Fig. 1: run 1, clock wires, drivers and flops
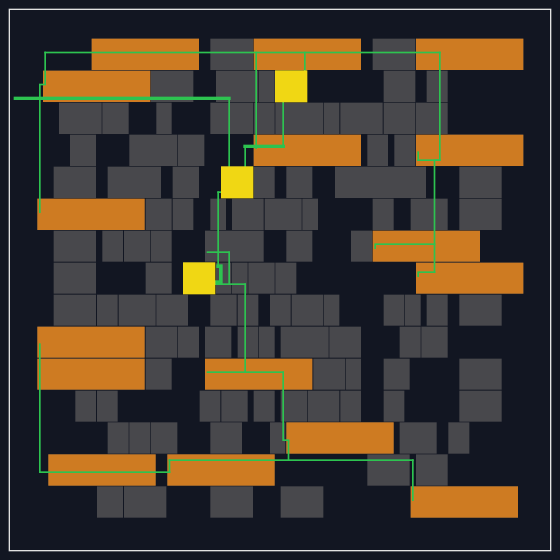
Fig. 2: run 1, placed cells, one color a class
Scale bar: 10 µm. Fill, decap, tap and diode cells in gray.
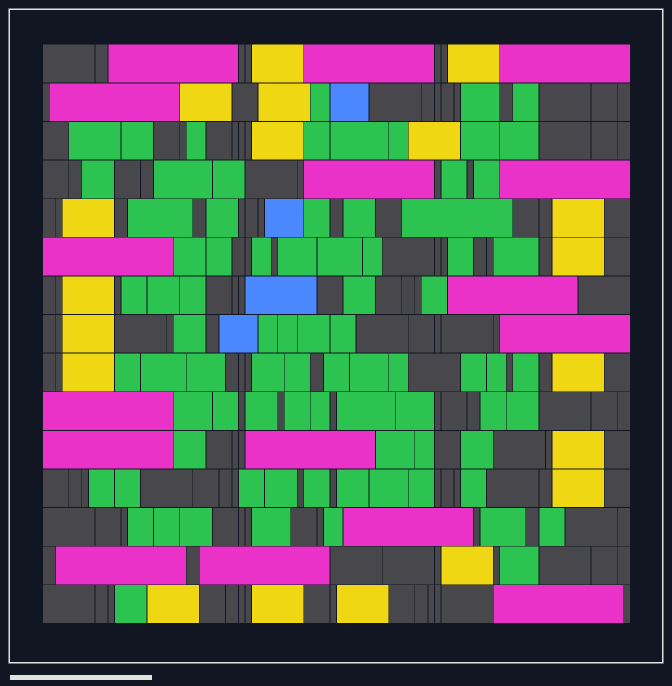
Fig. 3: run 1, floorplan with the power grid
Pins as bars on the die edge. Tap cells in gray.
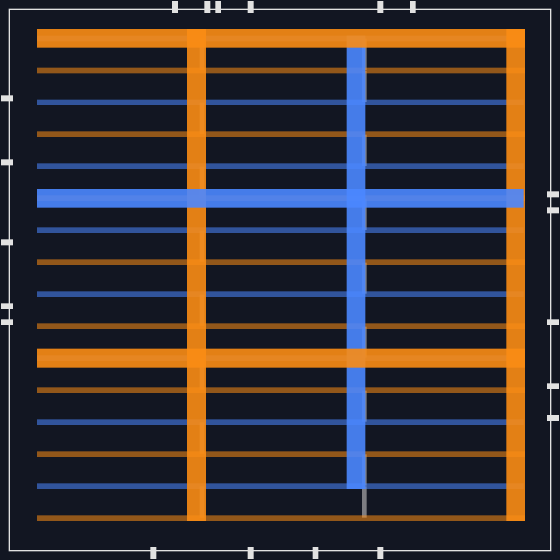
Design prbs_sat_cnt, sky130hd; sources not shown.
==> impl.org, run 1 <==
#+TITLE: Flow metrics

** Global routing
- Recorded from the global router log, the overflow total was 0.
- Met1 global-route usage :: 31.63%
- met3 track demand over resource after global routing is 3.571%.

** Cells and area
- The register with the most flip-flops in the layout has 16 of them.
- Top cell excl fill/tap :: clkdlybuf4s50_1
- Number of non-clock inverters in the layout :: 3
- Per the layout report, the design carries 4 clock buffers.
- There are 16 flip-flops and latches.

** Synthesis
- Adder and majority gate portion of the synthesized area :: 1.342%
- Ys flops :: 16
- Fraction of post-synthesis cell area in the top cell type by area :: 42.95%
- Async SR Flop Fraction :: 100.0%

** STA
- Time the final worst path needs with I/O delays and setup :: 2.181 ns
- F_max :: 0.4585 GHz
- The tightest hold path in the finished design has a slack of 0.5699 ns.
- The worst pin sits at a relative slew slack of 54.08%.
- Looking at the max-slew report, the worst-margin pin has a slew of 0.6866 ns.
- The final timing summary puts the cycle share of the worst path at 68.16%.

** Route
- The detail route stage leaves a number of antenna-violating nets equal to 0.
- The first TritonRoute pass finished after 5 iterations.
- Met3 WL :: 47 µm

** Clock network
- Cell at the root of the clock tree :: clkbuf_4
- Sinks on Clock Net :: 16

** Power
- Clock Power Share :: 36.3%
- Net switching is 23.32% of the power.
- The sequential power reported by the tool is 0.000208 W.

** Critical path
- Internal reg-to-reg setup slack :: 1.24 ns
- The worst setup path is of the input port to flip-flop kind.
- Crit path max-delay family :: simple AND/OR/NAND/NOR gates
- Cell with the largest stage delay on the worst path :: clkdlybuf4s50_1
- Listed in order, past its start point the critical path passes clkdlybuf4s50_1 -> nand3_1 -> or4_4 -> or4_1 -> a21oi_1.

** Die
- Initial Utilization :: 55.19%

** Placement
- I/O Buffers :: 19

** Outcome
- The run finished with clean final reports.
-- Fig. 1 (at the start) --
Key: flip-flops = orange [count 16]; clock drivers = yellow [count 3]; clock wires = green [length 213 µm]
Position of the flops: widely spread.
later-pin clock latency in the skew report: 0.28 ns
clock-net power: 0.000135 W

-- Fig. 2 (at the start) --
Key: flops = magenta [cells 16]; combinational and other logic = green [cells 81]; other buffers and delay cells = yellow [cells 19]; clock drivers and dummy loads = blue [cells 4]
Row Count: 15
final core utilization: 68.37%
area of all placed cells without fillers: 1155 µm²
sequential share of cell area: 34.67%

-- Fig. 3 (at the start) --
Key: VDD = blue; VSS = orange
3 straps on met4. 16 met1 rails follow the rows. The core has 15 rows. 17 tap cells.
VDD IR-drop max: 0.0002115 V
total core area: 1689 µm²
floorplan die width: 45.94 µm

Fig. 4: run 1, placement view
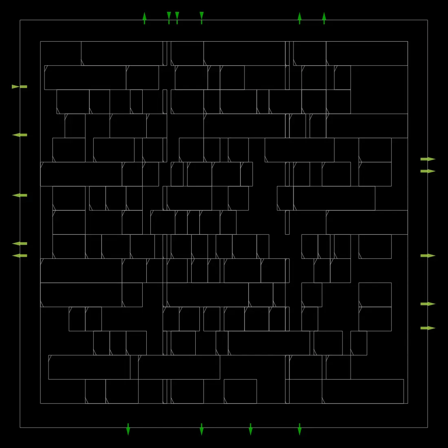

--- run 2 (diff from run 1) ---
Settings changed: CORE_UTILIZATION 53 to 44.
Clock period 3.2 ns to 1.95 ns, I/O delays scaled along.
Fig. 5: run 2, placement view
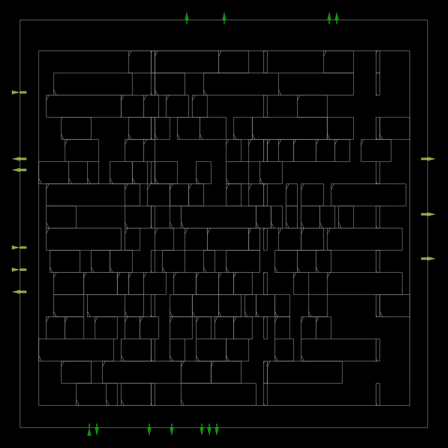
Cell Count, Final, Fillers Out: 158
tap cells: 27
sequential share of cell area: 32.24%

Fig. 6: run 2, floorplan with the power grid
Pins as bars on the die edge. Tap cells in gray.
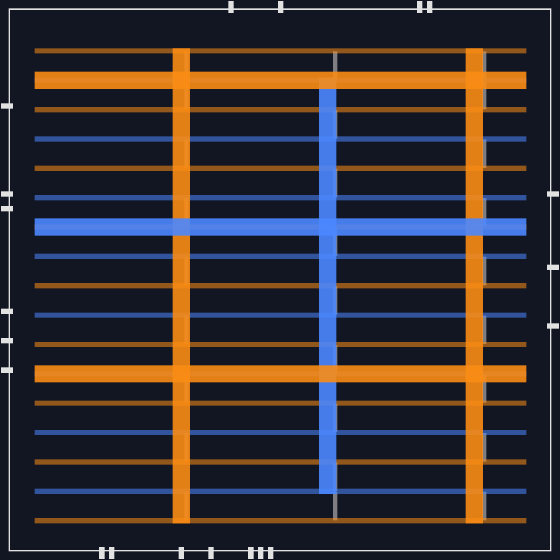
Key: VDD = blue; VSS = orange
17 met1 rails follow the rows. 27 tap cells.
VDD IR-drop max: 0.0003469 V
total core area: 1982 µm²
floorplan die width: 50.03 µm
Chip Height: 50.03 µm

Fig. 7: run 2, met2 routing
Scale bar: 20 µm.
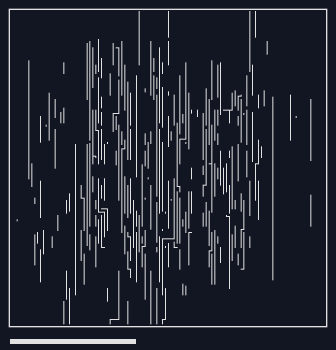
The layer carries 1100 µm of wire. The longest straight run is 28.9 µm. The wires run mostly vertical. 119 nets have wire on it.
routing usage on met2: 33.77%
total wire length: 2291 µm
total via count after detailed routing: 950

==> run 2 against run 1 <==
- wire length rose by 12%
- design area rose by 8.6%
- area after synthesis did not move
- worst setup slack got worse by 0.90 ns
- synthesized cell count did not move
- hold slack got worse by 0.20 ns
- register-to-register slack got worse by 1.1 ns
- first-iteration DRC count fell by 12%
- global-route usage fell by 0.56 points
- clock power rose by about 70%
- critical endpoint unchanged
- largest cell class unchanged
==> impl.org, run 2 <==
#+TITLE: Flow metrics

** Synthesis
- Ys flops :: 16 (unchanged)
- Fraction of post-synthesis cell area in the top cell type by area :: 42.95% (unchanged)
- The async set or reset register ratio after synthesis was 100.0% (unchanged).
- Share of synthesized cell area in and-or and or-and compound cells :: 15.70%
- Sorting the synthesized cells by area gives the leading types as dfrtp_1 (43%), a21oi_1 (6.4%), or4_1 (4.8%).
- Summing every instance area after synthesis gives 932.1 µm².
- Distinct cell type count of the synthesized netlist :: 29
- Adder and majority gate portion of the synthesized area :: 1.342% (unchanged)

** Power
- Switching Share :: 24.08% (+0.76 points)
- The sequential logic power was 0.000338 W (+63%).
- The clock share of power came to 36.4% (about the same).
- The reported clock group power is 0.000229 W (+70%).

** Critical path
- The setup path with the least slack is of type flip-flop to flip-flop.
- At the worst endpoint, the arrival time is 2.05 ns.
- Per STA, the worst path is made up of nand4_1 -> or4_4 -> or4_1 -> a21oi_1.
- Highest cell delay on the worst timing path :: 0.55 ns
- The critical path's slowest stage uses the library cell or4_4.
- Crit path max-delay family :: simple AND/OR/NAND/NOR gates
- Internal reg-to-reg setup slack :: 0.12 ns (-1.12 ns)

** Global routing
- The met3 usage in global routing is 3.939% (+0.37 points).
- Met1 global-route usage :: 29.33% (-2.3 points)
- The total overflow reported by the global router is 0 (unchanged).

** Cells and area
- Top cell excl fill/tap :: clkdlybuf4s50_1
- The post-route standard cell area excluding fillers was 1254 µm² (+8.6%).
- Number of flip-flops in the largest register :: 16 (unchanged)
- The clock tree buffer count of the final layout came to 4 (unchanged).
- Number of non-clock inverters in the layout :: 3 (unchanged)
- Final sequential cell count :: 16 (unchanged)
- The post-route core utilization is 63.26% (-5.1 points).

** STA
- F_max :: 0.5455 GHz
- Worst slew margin :: 57.92% (+3.8 points)
- Fin crit share :: 94.02%
- Setup ws final :: 0.1167 ns
- The transition time at the pin with the least slew margin was 0.6305 ns (-0.05617 ns).
- Time the final worst path needs with I/O delays and setup :: 1.833 ns
- The post-route worst hold slack was 0.3681 ns (-0.2018 ns).
- The final timing report lists a hold violation count of 0.

** Route
- For this run, the detailed router reports a per-instance via density of 6.013.
- Routed metal-1 wire length :: 1072 µm
- Number of nets with antenna violations after routing :: 0 (unchanged)
- After detailed routing, the number of remaining DRC violations is 0.
- DRT Pass-1 Iters :: 4 (-1)
- The sum of met3 wire segment lengths after detailed routing came to 106 µm (+130%).

** Clock network
- The number of clock sinks came to 16 (unchanged).
- Later-pin clock latency in the skew report :: 0.29 ns (about the same)
- Cell at the root of the clock tree :: clkbuf_4

** Outcome
- The flow ran to the end, and the final reports show no timing, DRC or antenna violations.

** Placement
- The number of buffers added on ports came to 19 (unchanged).

** Die
- The number of rows created at floorplan came to 16 (+1).
Power figures rest on the tool's default switching activity, not on a simulated workload.
